--- config.mk ---
export PLATFORM = sky130hd
export DESIGN_NAME = muldiv_unit
export DESIGN_NICKNAME = d
export VERILOG_FILES = /design/src/rtl/muldiv_unit.sv
export SDC_FILE = /design/constraint.sdc
export NUM_CORES = 1
export LEC_CHECK = 0
export ABC_AREA = 1
export ABC_CLOCK_PERIOD_IN_PS = 11500
export CORE_MARGIN = 5
export CORE_UTILIZATION = 45
export DETAILED_ROUTE_END_ITERATION = 7
export SLEW_MARGIN = 30
export SYNTH_ARGS = -nofsm -noshare
export SYNTH_HDL_FRONTEND = slang
export SYNTH_SLANG_ARGS = --single-unit
--- constraint.sdc ---
create_clock -name clk -period 11.5 [get_ports clk]
set_input_delay 2.3 -clock clk [delete_from_list [all_inputs] [get_ports clk]]
set_output_delay 2.3 -clock clk [all_outputs]
set_load 0.02 [all_outputs]
--- src/rtl/muldiv_unit.sv ---
// Iterative MIPS multiply/divide unit owning HI/LO; one result bit per cycle.
// Optional `MULDIV_DIV0_FLAG_EN adds a div_zero flag pulsed with done on DIV/DIVU by zero.
module muldiv_unit #(
  parameter int unsigned WIDTH = 32
) (
  input  logic             clk,
  input  logic             rst,
  input  logic             start,
  input  logic [2:0]       op,
  input  logic [WIDTH-1:0] A,
  input  logic [WIDTH-1:0] B,
  output logic [WIDTH-1:0] hi,
  output logic [WIDTH-1:0] lo,
  output logic             busy,
  output logic             done
`ifdef MULDIV_DIV0_FLAG_EN
  ,
  output logic             div_zero
`endif
);

  localparam int unsigned CW = (WIDTH > 1) ? $clog2(WIDTH) : 1;

  typedef enum logic [1:0] {IDLE, RUN, FINISH} state_e;
  typedef enum logic [2:0] {
    OP_MULT  = 3'b000,
    OP_MULTU = 3'b001,
    OP_DIV   = 3'b010,
    OP_DIVU  = 3'b011,
    OP_MTHI  = 3'b100,
    OP_MTLO  = 3'b101,
    OP_RSV0  = 3'b110,
    OP_RSV1  = 3'b111
  } op_e;

  state_e             state;
  op_e                op_r;
  logic [CW-1:0]      cnt;
  logic [WIDTH-1:0]   a_raw, a_mag, b_mag, quo;
  logic [WIDTH:0]     rem;
  logic [2*WIDTH-1:0] acc;
  logic               neg_q, neg_r;

  op_e                op_in;
  logic               in_signed;
  logic [WIDTH:0]     sum, shifted, diff, rem_nx;
  logic [2*WIDTH-1:0] acc_nx, prod_fin;
  logic [WIDTH-1:0]   quo_nx, q_fin, r_fin;
  logic               is_mul, b_zero;

  assign op_in     = op_e'(op);
  assign in_signed = (op_in == OP_MULT) || (op_in == OP_DIV);
  assign is_mul    = (op_r == OP_MULT) || (op_r == OP_MULTU);
  assign b_zero    = (b_mag == '0);

  // One datapath step; on the final RUN cycle the sign-corrected step result is
  // registered straight into hi/lo so it is visible during FINISH.
  always_comb begin
    sum      = {1'b0, acc[2*WIDTH-1:WIDTH]} + (acc[0] ? {1'b0, a_mag} : '0);
    acc_nx   = {sum, acc[WIDTH-1:1]};
    shifted  = {rem[WIDTH-1:0], quo[WIDTH-1]};
    diff     = shifted - {1'b0, b_mag};
    rem_nx   = diff[WIDTH] ? shifted : diff;
    quo_nx   = {quo[WIDTH-2:0], ~diff[WIDTH]};
    prod_fin = neg_q ? -acc_nx : acc_nx;
    q_fin    = neg_q ? -quo_nx : quo_nx;
    r_fin    = neg_r ? -rem_nx[WIDTH-1:0] : rem_nx[WIDTH-1:0];
  end

  always_ff @(posedge clk or posedge rst) begin
    if (rst) begin
      state <= IDLE;
      op_r  <= OP_MULT;
      cnt   <= '0;
      a_raw <= '0;
      a_mag <= '0;
      b_mag <= '0;
      quo   <= '0;
      rem   <= '0;
      acc   <= '0;
      neg_q <= 1'b0;
      neg_r <= 1'b0;
      hi    <= '0;
      lo    <= '0;
      busy  <= 1'b0;
      done  <= 1'b0;
`ifdef MULDIV_DIV0_FLAG_EN
      div_zero <= 1'b0;
`endif
    end else begin
      case (state)
        IDLE: begin
          done <= 1'b0;
          if (start) begin
            case (op_in)
              OP_MULT, OP_MULTU, OP_DIV, OP_DIVU: begin
                op_r  <= op_in;
                a_raw <= A;
                a_mag <= (in_signed && A[WIDTH-1]) ? -A : A;
                b_mag <= (in_signed && B[WIDTH-1]) ? -B : B;
                acc   <= {{WIDTH{1'b0}}, (in_signed && B[WIDTH-1]) ? -B : B};
                quo   <= (in_signed && A[WIDTH-1]) ? -A : A;
                rem   <= '0;
                neg_q <= in_signed && (A[WIDTH-1] ^ B[WIDTH-1]);
                neg_r <= in_signed && A[WIDTH-1];
                cnt   <= '0;
                busy  <= 1'b1;
                state <= RUN;
              end
              OP_MTHI: begin
                hi   <= A;
                done <= 1'b1;
              end
              OP_MTLO: begin
                lo   <= A;
                done <= 1'b1;
              end
              default: ;
            endcase
          end
        end
        RUN: begin
          acc <= acc_nx;
          rem <= rem_nx;
          quo <= quo_nx;
          cnt <= cnt + 1'b1;
          if (cnt == CW'(WIDTH - 1)) begin
            busy  <= 1'b0;
            done  <= 1'b1;
            state <= FINISH;
            if (is_mul) begin
              {hi, lo} <= prod_fin;
            end else if (b_zero) begin
              hi <= a_raw;
              lo <= '1;
            end else begin
              hi <= r_fin;
              lo <= q_fin;
            end
`ifdef MULDIV_DIV0_FLAG_EN
            div_zero <= !is_mul && b_zero;
`endif
          end
        end
        default: begin
          done  <= 1'b0;
`ifdef MULDIV_DIV0_FLAG_EN
          div_zero <= 1'b0;
`endif
          state <= IDLE;
        end
      endcase
    end
  end

endmodule

run_1/cell_density.png
The die is cut into 24 by 24 equal tiles; white is low, dark blue is high, 0 to 100% covered.
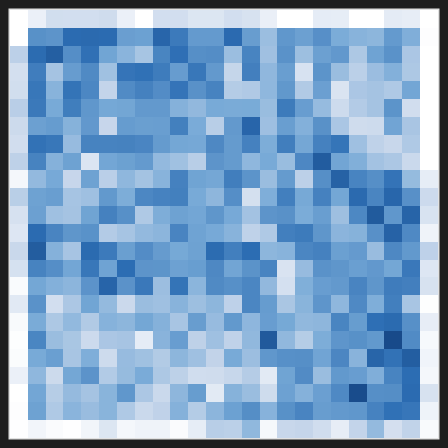
tiles over 75% full: 5.2%
fullest tile: 89%
mean over tiles: 45%
nearly empty tiles: 3.8%
FP Core Util: 45.7%
Core Region: 51500 sq um
utilization after layout: 51.6%

run_1/congestion.png
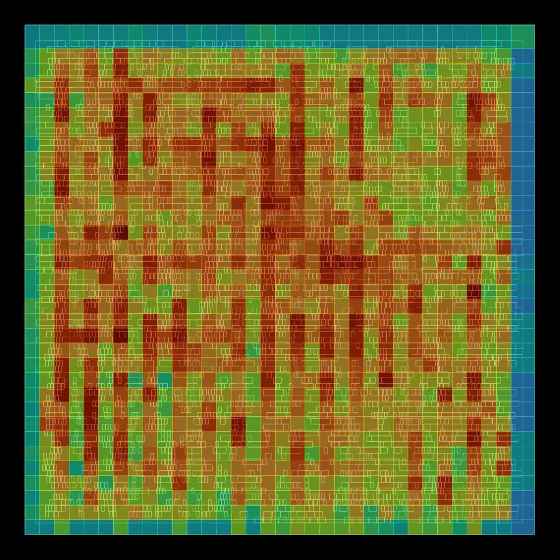
global-route layer with the greatest usage: met2
met1 usage in global routing: 45.3%
wire length per cell after detailed routing: 21.4 um

==> run notes, run 1 <==
Main metrics from the flow reports.

The adder and majority cell fraction of the synthesized area is 3.95%. By instance count after routing, the leading logic cell type is nand2_1. The chip area in the Yosys report came out at 23500 sq um. The count of input and output buffers came out at 135. The most used flip-flop cell after synthesis is dfrtp_1. The warning total across the stage logs is 29. The synth_stat.txt file lists the number of cells as 3707.

The vertical die dimension is 239 um. The number of flops mapped to enable cells by yosys came out at 0. After synthesis, the most frequently instantiated cells are 1126 x nand2_1, 524 x inv_1, 377 x nor2_1. Post-CTS timing repair inserted 0 buffers for setup.

The cell family contributing the most delay on the critical path is simple AND/OR/NAND/NOR gates. For flop-to-flop paths, the worst setup slack is 5.74 ns. The report counts max-capacitance violations totalling 0.

The maximum buffer depth of the clock tree is 3. The net count of the finished layout came out at 3910. The clock period minus worst slack came out at 5.76 ns.

The worst register-to-register path ends at lo[22]$_DFFE_PP0P_. According to the timing report, the data required time at the worst endpoint equals 11.93 ns. Per the post-CTS timing run, clock transition at the registers of the reported paths is 0.06 ns.

Summed over its instances, the top area cell type makes up between 30% and 40% of the synthesized netlist area. The global-route usage over all layers is between 30% and 40%. After clock tree synthesis, the repair step resized 0 gates.

Entering global routing, the biggest net connects 138 pins. The share of synthesized area occupied by flip-flops and latches is 31.9%. Wires add up to 95900 um.

The number of buffers added by the clock tree synthesis step is 37. The layout overhead on the synthesized area came out at 13.0%.

The run finished with clean final reports. Of the cells placed in the final design, the portion with a size suffix greater than 1 is 4.06%. The share of cell area taken by muxes after synthesis is 0%.

The delay of the slowest cell on the worst path is around 0.5 ns. For this run the detailed placement stage logged an HPWL of 75200 um. The worst clock skew came out at about 0.037 ns. The highest metal layer with signal wires is met5. The die outline width is around 240 um.

The class of the tightest hold or removal check is flip-flop to flip-flop.
run_1/placement_by_type.png
The bar under the picture is 50 um long. Fill, decap, tap and diode cells in grey.
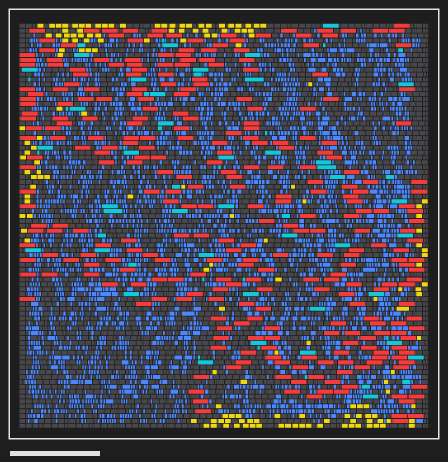
legend:
  cyan:
    class: clock drivers and dummy loads
    cells: 67
    share_of_their_area: 4.8%
  yellow:
    class: other buffers and delay cells
    cells: 157
    share_of_their_area: 6.0%
  red:
    class: flops
    cells: 300
    share_of_their_area: 29%
  blue:
    class: combinational and other logic
    cells: 3271
    share_of_their_area: 60%
number of standard-cell rows in the floorplan: 83
flop share of the area: 28.2%
post-route cell area: 26600 sq um

==> run 1: stage by stage <==
stage / setup WS [ns] / util (%) / cells
final: 5.74 / 51.6 / 4476
after global routing: 5.46 / 51.6 / 4475
after CTS: 5.94 / 51.6 / 4475
after detailed placement: 5.71 / 49.2 / 4408
after global placement: 5.75 / 49.2 / 4408
after floorplan: 0.911 / - / 3707
==> run 1: sequential cells by signal, summed over array words and instances (netlist names) <==
register	count
busy	1
hi	32
state	2
neg_q	1
done	1
quo	32
acc	64
op_r	2
a_raw	32
a_mag	31
lo	32
b_mag	32
rem	32
neg_r	1
cnt	5
==> run 1: worst max-delay path by stage <==
stage | from | endpoint | cells after the start
final | b_mag[0]$_DFFE_PP0P_ | lo[22]$_DFFE_PP0P_ | 27
after global routing | b_mag[0]$_DFFE_PP0P_ | lo[28]$_DFFE_PP0P_ | 30
after CTS | b_mag[0]$_DFFE_PP0P_ | lo[30]$_DFFE_PP0P_ | 30
after detailed placement | A[0] | quo[30]$_DFFE_PP0P_ | 18
after global placement | A[1] | quo[30]$_DFFE_PP0P_ | 18
after floorplan | rst | a_mag[10]$_DFFE_PP0P_ | 1
==> run 1: final cells by class <==
class,instances,area (sq um)
fill,5403,24900
sequential,300,7510
clock inverter,10,135
clock buffer,57,1090
multi-input combinational,2741,13500
inverter,530,2000
tap,680,851
antenna,1,2.50
timing repair buffer,157,1540
==> run 1: cell families after synthesis <==
family                     after synthesis
and+or+nand+nor                       1916
buffers and inverters                  666
xor gates and xnor gates                88
DFF                                    300
adders and majority gates               73
AOI/OAI and AO/OA                      664
run_1/layer_met4.png
The bar under the picture is 50 um long. Supply wires on this layer in grey. Cells faint in the background.
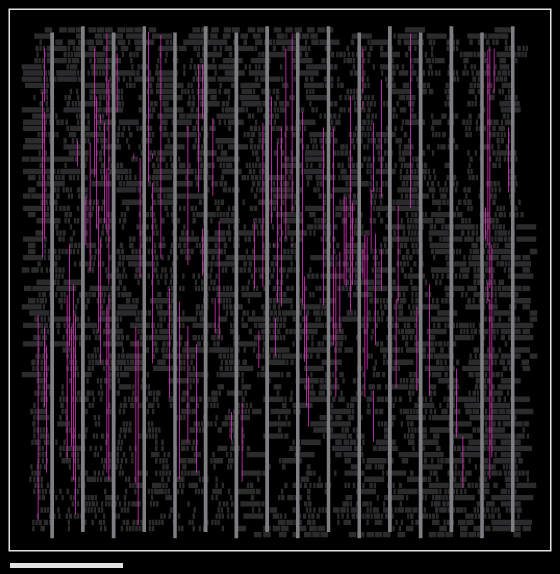

==> run 2: changes to the inputs <==
--- a/config.mk
+++ b/config.mk
@@ -6,7 +6,7 @@
 export NUM_CORES = 1
 export LEC_CHECK = 0
 export ABC_AREA = 1
-export ABC_CLOCK_PERIOD_IN_PS = 11500
+export ABC_CLOCK_PERIOD_IN_PS = 5550
 export CORE_MARGIN = 5
 export CORE_UTILIZATION = 45
 export DETAILED_ROUTE_END_ITERATION = 7
==> constraint.sdc (replaced) <==
create_clock -name clk -period 5.55 [get_ports clk]
set_input_delay 1.11 -clock clk [delete_from_list [all_inputs] [get_ports clk]]
set_output_delay 1.11 -clock clk [all_outputs]
set_load 0.02 [all_outputs]
run_2/layer_met4.png
The bar under the picture is 50 um long. Supply wires on this layer in grey. Cells faint in the background.
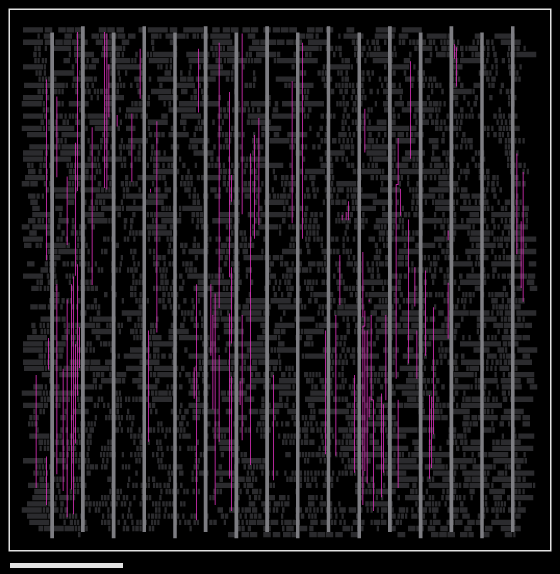
main direction: vertical
wire length on this layer: 3940 um
longest straight run: 137 um
share of all routed wire: 4.0%
nets with wire on the layer: 69
total via count in the routed design: 25600
Detailed Route WL: 98200 um

run_2/cell_density.png
The die is cut into 24 by 24 equal tiles; white is low, dark blue is high, 0 to 100% covered.
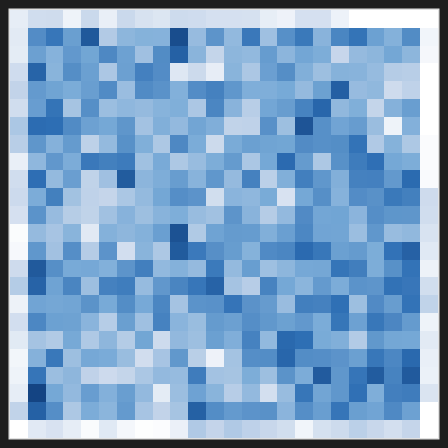
tiles over 75% full: 4.7%
nearly empty tiles: 2.4%
fullest tile: 92%
mean over tiles: 46%
utilization after layout: 52.2%

==> run 2 against run 1 <==
Net effect:
- critical path depth increased by 4
- sequential cell count unchanged
- area after synthesis unchanged
- global-route usage increased by 0.83 points
- clock skew decreased by 0.0050 ns
- critical path type unchanged
- critical endpoint is now lo[28]$_DFFE_PP0P_
==> run notes, run 2 <==
Main metrics from the flow reports.

The flow ran to the end, and the final reports show no timing, DRC or antenna violations. Across all setup checks in the final design, the least slack found is 0.540 ns. The maximum buffer depth of the clock tree is 3.

The total cells reported by yosys after synthesis came out at 3707. The die outline width is 239 um. At the end of the flow, the number of nets in the layout was 3928. Per the final report, the share of cell area in clock cells is under 10%. TritonCTS created 39 clock buffers.

After routing the design area is 26900 sq um. The layout overhead on the synthesized area came out at 14.2%. The core region is 51500 sq um. The register area is 7510 sq um. The CTS clock-pin slew for the worst setup and hold paths came out at 0.06 ns. The number of flops mapped to enable cells by yosys is 0. The count of input and output buffers is 135.

The worst register-to-register path ends at lo[28]$_DFFE_PP0P_. The cell family contributing the most delay on the critical path is simple AND/OR/NAND/NOR gates. The worst clock skew came out at 0.0322 ns. The number of sequential cells reported for the layout is 300. By count the netlist is led by 1126 x nand2_1, 524 x inv_1, 377 x nor2_1. The register with the highest flop count is acc.

The wire length per cell after detailed routing came out at roughly 22 um. The chip area in the Yosys report is 23500 sq um. Entering global routing, the biggest net connects 150 pins. Of the post-synthesis cell area, the dominant cell type holds 31.9%. The register with the most flip-flops in the layout has 64 of them. The clock period minus worst slack is 5.01 ns. The number of placement rows is 83.

The number of multi-input logic gates is 2741. Of all the cell area in the finished design, non-clock buffers hold under 10%. The number of non-clock buffers in the layout is 173. The share of synthesized area occupied by flip-flops and latches came out at 31.9%. Summed over all nets, the half-perimeter wirelength after detailed placement is about 77000 um.

STA reports a reg2reg setup slack of 0.54 ns. The count of inserted tapcells came out at between 600 and 700. The delay of the slowest cell on the worst path came out at 0.44 ns. The class of the tightest hold or removal check is flip-flop to flip-flop. The number of maximum-capacitance violations is 0. The number of non-clock inverters in the layout is 530.

The global-route usage over all layers came out at 33.5%. The most critical setup path has its startpoint at quo[31]$_DFFE_PP0P_. The area used by multi-input combinational logic is 13500 sq um. The proportion of cell area occupied by registers came out at 27.9%. The number of antenna diodes in the final layout is 1.
[run 2: routing by layer]
metal,GRT usage [%],part of all wire [%],wire (um)
met5,0,0.013,13
met4,12.1,4.0,3940
met3,5.06,8.0,7830
met2,50.4,43,42200
met1,48.9,45,44300
[run 2: kinds of logic after synthesis]
kind of cell / count (synthesis) / share of synthesized area [%]
fa+ha+maj: 73 / 3.95
simple gates: 1916 / 33.9
xor+xnor: 88 / 3.28
buf+inv: 666 / 11.0
compound gates: 664 / 16.0
flops: 300 / 31.9
[run 2: timing repair]
action,CTS,global route
resized,0,1
setup endpoints to repair,0,2
setup buffers,0,0
[run 2: worst max-delay path by stage]
| stage | end | slack, ns | cells after the start |
|---|---|---|---|
| global placement | lo[28]$_DFFE_PP0P_ | 0.52 | 31 |
| detailed placement | lo[28]$_DFFE_PP0P_ | 0.46 | 31 |
| global route | lo[28]$_DFFE_PP0P_ | 0.14 | 31 |
| finish | lo[28]$_DFFE_PP0P_ | 0.54 | 31 |
| CTS | lo[28]$_DFFE_PP0P_ | 0.46 | 31 |
| floorplan | a_mag[10]$_DFFE_PP0P_ | 0.45 | 1 |
[run 2: per-stage QoR]
| stage | util, % | instances |
|---|---|---|
| 4_1_cts | 52.2 | 4495 |
| 5_1_grt | 52.2 | 4495 |
| 6_report | 52.2 | 4496 |
| 2_1_floorplan | - | 3707 |
| 3_3_place_gp | 49.5 | 4424 |
| 3_5_place_dp | 49.5 | 4424 |
[run 2: tightest hold or removal path, cell delays in order, from the launching register on]
cell     delay, ns
dfrtp_1       0.34
nand2_1       0.06
nand2_1       0.05
